<file path="config.mk">
export PLATFORM = sky130hd
export DESIGN_NAME = rs232_receive_fifo
export DESIGN_NICKNAME = d
export VERILOG_FILES = /design/src/rtl/rs232_receive_fifo.sv
export SDC_FILE = /design/constraint.sdc
export NUM_CORES = 1
export LEC_CHECK = 0
export CAP_MARGIN = 5
export CORE_MARGIN = 2
export CORE_UTILIZATION = 50
export DETAILED_ROUTE_END_ITERATION = 8
export HOLD_SLACK_MARGIN = 0.02
export PLACE_DENSITY_LB_ADDON = 0.08
export SYNTH_ARGS = -nofsm -noshare
export SYNTH_HDL_FRONTEND = slang
export SYNTH_SLANG_ARGS = --single-unit
</file>
<file path="constraint.sdc">
create_clock -name clock -period 8.95 [get_ports clock]
set_input_delay 0.895 -clock clock [delete_from_list [all_inputs] [get_ports clock]]
set_output_delay 0.895 -clock clock [all_outputs]
set_load 0.005 [all_outputs]
</file>
<file path="src/rtl/rs232_receive_fifo.sv">
// rs232_receive_fifo: RS232 8N1 receiver feeding a valid/ready FIFO, with CTS flow control.
// Define RS232_RX_FRAME_ERROR_EN to add the frame_error pulse output.
module rs232_receive_fifo #(
  parameter int CLOCK_FREQ = 133000000,
  parameter int BAUD_RATE  = 115200,
  parameter int DEPTH      = 4,
  parameter int CTS_MARGIN = 2
) (
  input  logic       clock,
  input  logic       resetn,
  input  logic       rs232_txd,
  output logic       rs232_ctsn,
  output logic [7:0] data,
  output logic       valid,
  input  logic       ready,
  output logic       overrun
`ifdef RS232_RX_FRAME_ERROR_EN
  ,output logic      frame_error
`endif
);
  function automatic longint t_at(input int n);
    return (longint'(CLOCK_FREQ) * longint'(2 * n + 1) + longint'(BAUD_RATE)) /
           (longint'(2) * longint'(BAUD_RATE)) - longint'(1);
  endfunction
  localparam int T9 = int'(t_at(9));
  localparam int TW = $clog2(T9 + 1);
  localparam int AW = $clog2(DEPTH);
  localparam logic [AW:0] CTS_LIM = (AW+1)'(DEPTH - CTS_MARGIN);
  // Mid-bit sample points, counted from the first low txd_f cycle
  localparam logic [TW-1:0] TS [10] = '{TW'(t_at(0)), TW'(t_at(1)), TW'(t_at(2)), TW'(t_at(3)),
    TW'(t_at(4)), TW'(t_at(5)), TW'(t_at(6)), TW'(t_at(7)), TW'(t_at(8)), TW'(t_at(9))};
  typedef enum logic [2:0] {IDLE, START, DATA, STOP, BREAK_WAIT} state_t;
  state_t state_q, state_d;
  logic s1_q, s2_q, txd_f, sample, push, shift, idle_next;
  logic [2:0] f_q;
  logic [TW-1:0] timer_q, timer_d;
  logic [3:0] n_q, n_d;
  logic [7:0] sh_q, sh_d;
  logic [7:0] mem_q [DEPTH];
  logic [AW-1:0] wp_q, rp_q;
  logic [AW:0] cnt_q, cnt_d;
  logic pop, full, acc;
  assign txd_f  = (f_q[0] & f_q[1]) | (f_q[0] & f_q[2]) | (f_q[1] & f_q[2]);
  assign sample = timer_q == TS[n_q];
  always_ff @(posedge clock or negedge resetn) begin
    if (!resetn) begin
      s1_q <= 1'b1;
      s2_q <= 1'b1;
      f_q  <= '1;
    end else begin
      s1_q <= rs232_txd;
      s2_q <= s1_q;
      f_q  <= {f_q[1:0], s2_q};
    end
  end
  always_ff @(posedge clock or negedge resetn) begin
    if (!resetn) state_q <= IDLE;
    else state_q <= state_d;
  end
  always_comb begin
    state_d = state_q;
    case (state_q)
      IDLE:       state_d = txd_f ? IDLE : START;
      START:      state_d = !sample ? START : txd_f ? IDLE : DATA;
      DATA:       state_d = (sample && n_q == 4'd8) ? STOP : DATA;
      STOP:       state_d = !sample ? STOP : txd_f ? IDLE : BREAK_WAIT;
      BREAK_WAIT: state_d = txd_f ? IDLE : BREAK_WAIT;
      default:    state_d = IDLE;
    endcase
  end
  always_comb begin
    push  = state_q == STOP && sample && txd_f;
    shift = state_q == DATA && sample;
  end
  always_comb begin
    idle_next = state_d == IDLE || state_d == BREAK_WAIT;
    timer_d   = idle_next ? '0 : timer_q + 1'b1;
    n_d       = idle_next ? '0 : n_q + 4'(sample);
    sh_d      = shift ? {txd_f, sh_q[7:1]} : sh_q;
  end
  always_ff @(posedge clock or negedge resetn) begin
    if (!resetn) begin
      timer_q <= '0;
      n_q     <= '0;
      sh_q    <= '0;
    end else begin
      timer_q <= timer_d;
      n_q     <= n_d;
      sh_q    <= sh_d;
    end
  end
  // A push into a full FIFO only lands when the head is popped the same cycle
  always_comb begin
    pop   = valid && ready;
    full  = cnt_q == (AW+1)'(DEPTH);
    acc   = push && (!full || pop);
    cnt_d = cnt_q + (AW+1)'(acc) - (AW+1)'(pop);
  end
  always_ff @(posedge clock) begin
    if (acc) mem_q[wp_q] <= sh_q;
  end
  assign data = mem_q[rp_q];
  always_ff @(posedge clock or negedge resetn) begin
    if (!resetn) begin
      wp_q       <= '0;
      rp_q       <= '0;
      cnt_q      <= '0;
      valid      <= 1'b0;
      rs232_ctsn <= 1'b1;
      overrun    <= 1'b0;
    end else begin
      wp_q       <= wp_q + AW'(acc);
      rp_q       <= rp_q + AW'(pop);
      cnt_q      <= cnt_d;
      valid      <= cnt_d != '0;
      rs232_ctsn <= cnt_d >= CTS_LIM;
      overrun    <= push && full && !pop;
    end
  end
`ifdef RS232_RX_FRAME_ERROR_EN
  always_ff @(posedge clock or negedge resetn) begin
    if (!resetn) frame_error <= 1'b0;
    else frame_error <= state_q == STOP && sample && !txd_f;
  end
`endif
endmodule

</file>
run_1/util_map.png
Drawn at 4 px/µm. The die is cut into 9 by 9 equal tiles; dark blue is low, red is high, 0 to 100% covered.
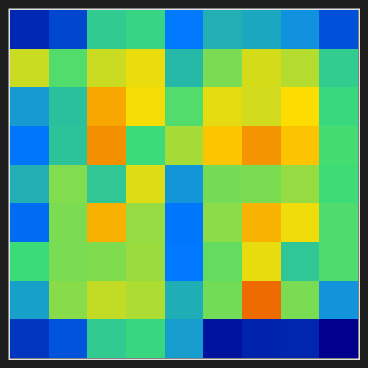
- fullest tile: 88%
- tiles over 75% full: 9.9%
- mean over tiles: 50%
- densest ninth of the die: east
- nearly empty tiles: 1.2%

run_1/m1.png
Drawn at 6 px/µm. Supply wires on this layer in grey.
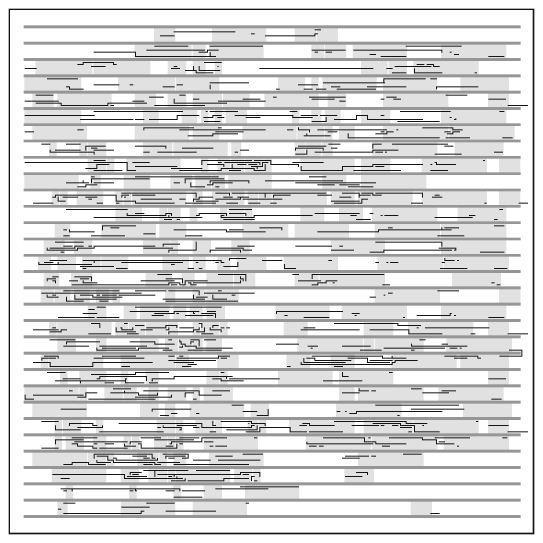
- wire length on this layer: 2770 µm
- share of all routed wire: 49%
- main direction: horizontal
- nets with wire on the layer: 268

run_1/placed.png
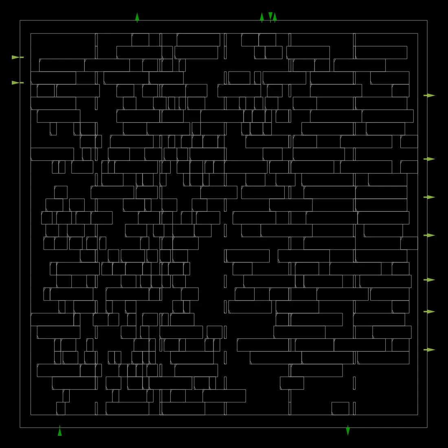
Final Util: 0.5761
core outline area: 0.006756 mm²
Filler cells: 588

run_1/class_map.png
Drawn at 4 px/µm.
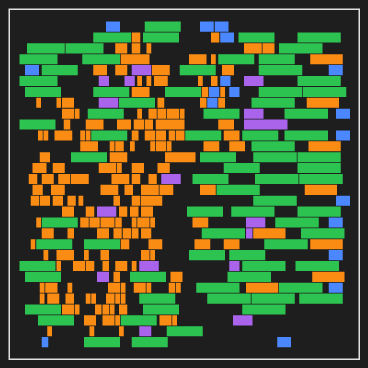
- orange: remaining logic cells (cells 172)
- green: sequential cells (cells 76)
- purple: clock drivers and dummy loads (cells 16)
- blue: remaining buffers and delay cells (cells 18)

==> impl_metrics.json, run 1 <==
{
  "p_switching_w": 0.0001363,
  "dpl_worst_slack_ps": 4657,
  "fin_crit_ps": 4287,
  "use_met3": 0.03412,
  "maxSlewViolCount": 0,
  "dp.final_hpwl_um": 3776,
  "gp_congestion": 0.8002,
  "die_area_mm2": 0.007590,
  "sh_comb_area": 0.3346,
  "top_layer": "met4",
  "hp-start": "s2_q",
  "fin_skew_ps": 9.004,
  "mux_share": 0.08403,
  "postCtsSetupBuffers": 0,
  "reg_top3": "mem_q: 32 flops, timer_q: 14 flops, sh_q: 8 flops",
  "met1_length_um": 2767,
  "layout_top_cells": "38 x dfrtp_1, 32 x edfxtp_1, 25 x nor2_1",
  "power_leakage_nw": 1.735,
  "clock_sink_count": 76,
  "topCellsByArea": "edfxtp_1 28%, dfrtp_1 28%, mux4_2 5.2%",
  "htree_levels": 3,
  "rsz0062_at_grt": "no",
  "antenna_found_initial": 0,
  "ys.warnings.count": 0,
  "worstSetupPathType": "reg2reg",
  "rr_worst_depth": 16,
  "dr_wl_met3_um": 127,
  "dp_cells": 346,
  "crit_fanout": 10,
  "status": "completed",
  "maxPowerGroup": "registers",
  "intPower_w": 0.0004934,
  "top_area_cell": "edfxtp_1",
  "swShare": 0.2164,
  "wl_per_cell_um": 15.56,
  "cts_hold_buf": 0,
  "fp.dieW_um": 87.12,
  "relSlewSlack": 0.3532,
  "finalClockPeriodUsage": 0.4790,
  "drt_pre_antenna_iters": 4,
  "ios": 15,
  "endpoint": "valid",
  "finalSetupTns_ps": 0,
  "syn-cell-area_mm2": 0.003455,
  "buf_share": 0.04243,
  "ys_seq_share": 0.5991,
  "nNonClkBuffers": 18,
  "worstSetupStartpoint": "n_q[1]",
  "viasPerCell": 5.459,
  "comb_area_mm2": 0.001303,
  "grt_first_pass_wirelength_um": 9404,
  "clk_pin_slew_ps": 80,
  "synthArstFlopShare": 0.5789,
  "grt-ovfl-total": 0,
  "powerDensity_mw_per_mm2": 161.8,
  "final-clk-cell-share": 0.05111,
  "startpoint_type": "flip-flop",
  "seqPwrFrac": 0.577,
  "top_cell": "dfrtp_1",
  "ys_sh_xor": 0.05071,
  "r2r-end": "valid",
  "fp_util": 0.5113,
  "use_met2": 0.2443,
  "hp-class": "reg2reg",
  "die_h_um": 87.12,
  "synth-simple-area-share": 0.1297,
  "dominant_cells": "sequential cells",
  "cts_buffer_depth": 2,
  "tap_cells": 80,
  "reg2reg_slack_ps": 4660,
  "end_kind": "flip-flop",
  "hold_end": "f_q[0]",
  "grt_max_degree": 45,
  "slowest_stage": "dfrtp_1",
  "clkPwrFrac": 0.414
}
run_1/port_trees.png
Drawn at 3 px/µm.
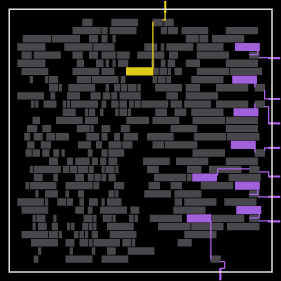

==> run 2, diff against run 1 <==
==> constraint.sdc (replaced) <==
create_clock -name clock -period 3.9 [get_ports clock]
set_input_delay 0.39 -clock clock [delete_from_list [all_inputs] [get_ports clock]]
set_output_delay 0.39 -clock clock [all_outputs]
set_load 0.005 [all_outputs]
run_2/port_trees.png
Drawn at 3 px/µm.
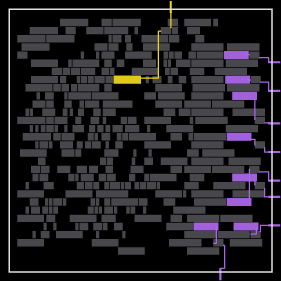
- purple: data (bits 8; direction output; edge 7 east, 1 south; end cells 8; buffers 8; wire 81.9 µm)
- yellow: overrun (bits 1; direction output; edge north; end cells 1; buffers 1; wire 28.1 µm)

run_2/util_map.png
Drawn at 4 px/µm. The die is cut into 9 by 9 equal tiles; dark blue is low, red is high, 0 to 100% covered.
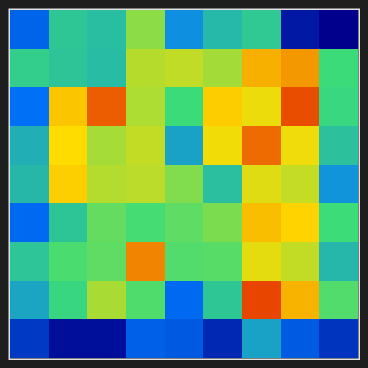
- densest ninth of the die: east
- fullest tile: 92%
- emptiest ninth of the die: south-west
- tiles over 75% full: 17%
Final Util: 0.5883
Core Util at FP: 0.5113

==> run 2 against run 1 <==
Effect of this change:
- clock-buffer cell count increased by 2
- worst hold slack worse by 160 ps
- largest cell class unchanged
- register-to-register slack worse by 4400 ps
- core utilization is 1.2 points higher
- clock power up 120%
==> impl_metrics.json, run 2 <==
{
  "status": "completed",
  "rsz0062_at_grt": "no",
  "power_leakage_nw": 1.780,
  "buf_share": 0.05855,
  "synthArstFlopShare": 0.5789,
  "postCtsSetupBuffers": 0,
  "top_cell": "dfrtp_1",
  "finalSetupTns_ps": 0,
  "cts_buffer_depth": 2,
  "viasPerCell": 5.380,
  "maxSlewViolCount": 0,
  "gp_congestion": 0.7725,
  "r2r-end": "valid",
  "clkPwrFrac": 0.405,
  "relSlewSlack": 0.3548,
  "hp-class": "in2async",
  "grt-ovfl-total": 0,
  "endpoint": "valid",
  "final-clk-cell-share": 0.04690,
  "drt_pre_antenna_iters": 4,
  "crit_fanout": 3,
  "use_met3": 0.02844,
  "swShare": 0.2067,
  "nNonClkBuffers": 27,
  "dr_wl_met3_um": 149,
  "comb_area_mm2": 0.001328,
  "synth-simple-area-share": 0.1297,
  "die_h_um": 87.12,
  "worstSetupPathType": "reg2reg",
  "dpl_worst_slack_ps": 95.11,
  "intPower_w": 0.001129,
  "fp.dieW_um": 87.12,
  "met1_length_um": 2730,
  "syn-cell-area_mm2": 0.003455,
  "ys_sh_xor": 0.05071,
  "slowest_stage": "or3b_4",
  "finalClockPeriodUsage": 0.9419,
  "dp.final_hpwl_um": 3744,
  "grt_first_pass_wirelength_um": 9349,
  "die_area_mm2": 0.007590,
  "layout_top_cells": "36 x dfrtp_1, 32 x edfxtp_1, 25 x nor2_1",
  "wl_per_cell_um": 15.26,
  "grt_max_degree": 45,
  "fin_crit_ps": 3673,
  "core_region_area_mm2": 0.006756,
  "powerDensity_mw_per_mm2": 358.2,
  "fin_skew_ps": 10.06,
  "worstSetupStartpoint": "n_q[1]",
  "end_kind": "flip-flop",
  "sh_comb_area": 0.3340,
  "cts_hold_buf": 0,
  "ys.warnings.count": 0,
  "topCellsByArea": "edfxtp_1 28%, dfrtp_1 28%, mux4_2 5.2%",
  "seqPwrFrac": 0.585,
  "reg2reg_slack_ps": 230
}
Power is estimated from default activity; no workload was simulated.
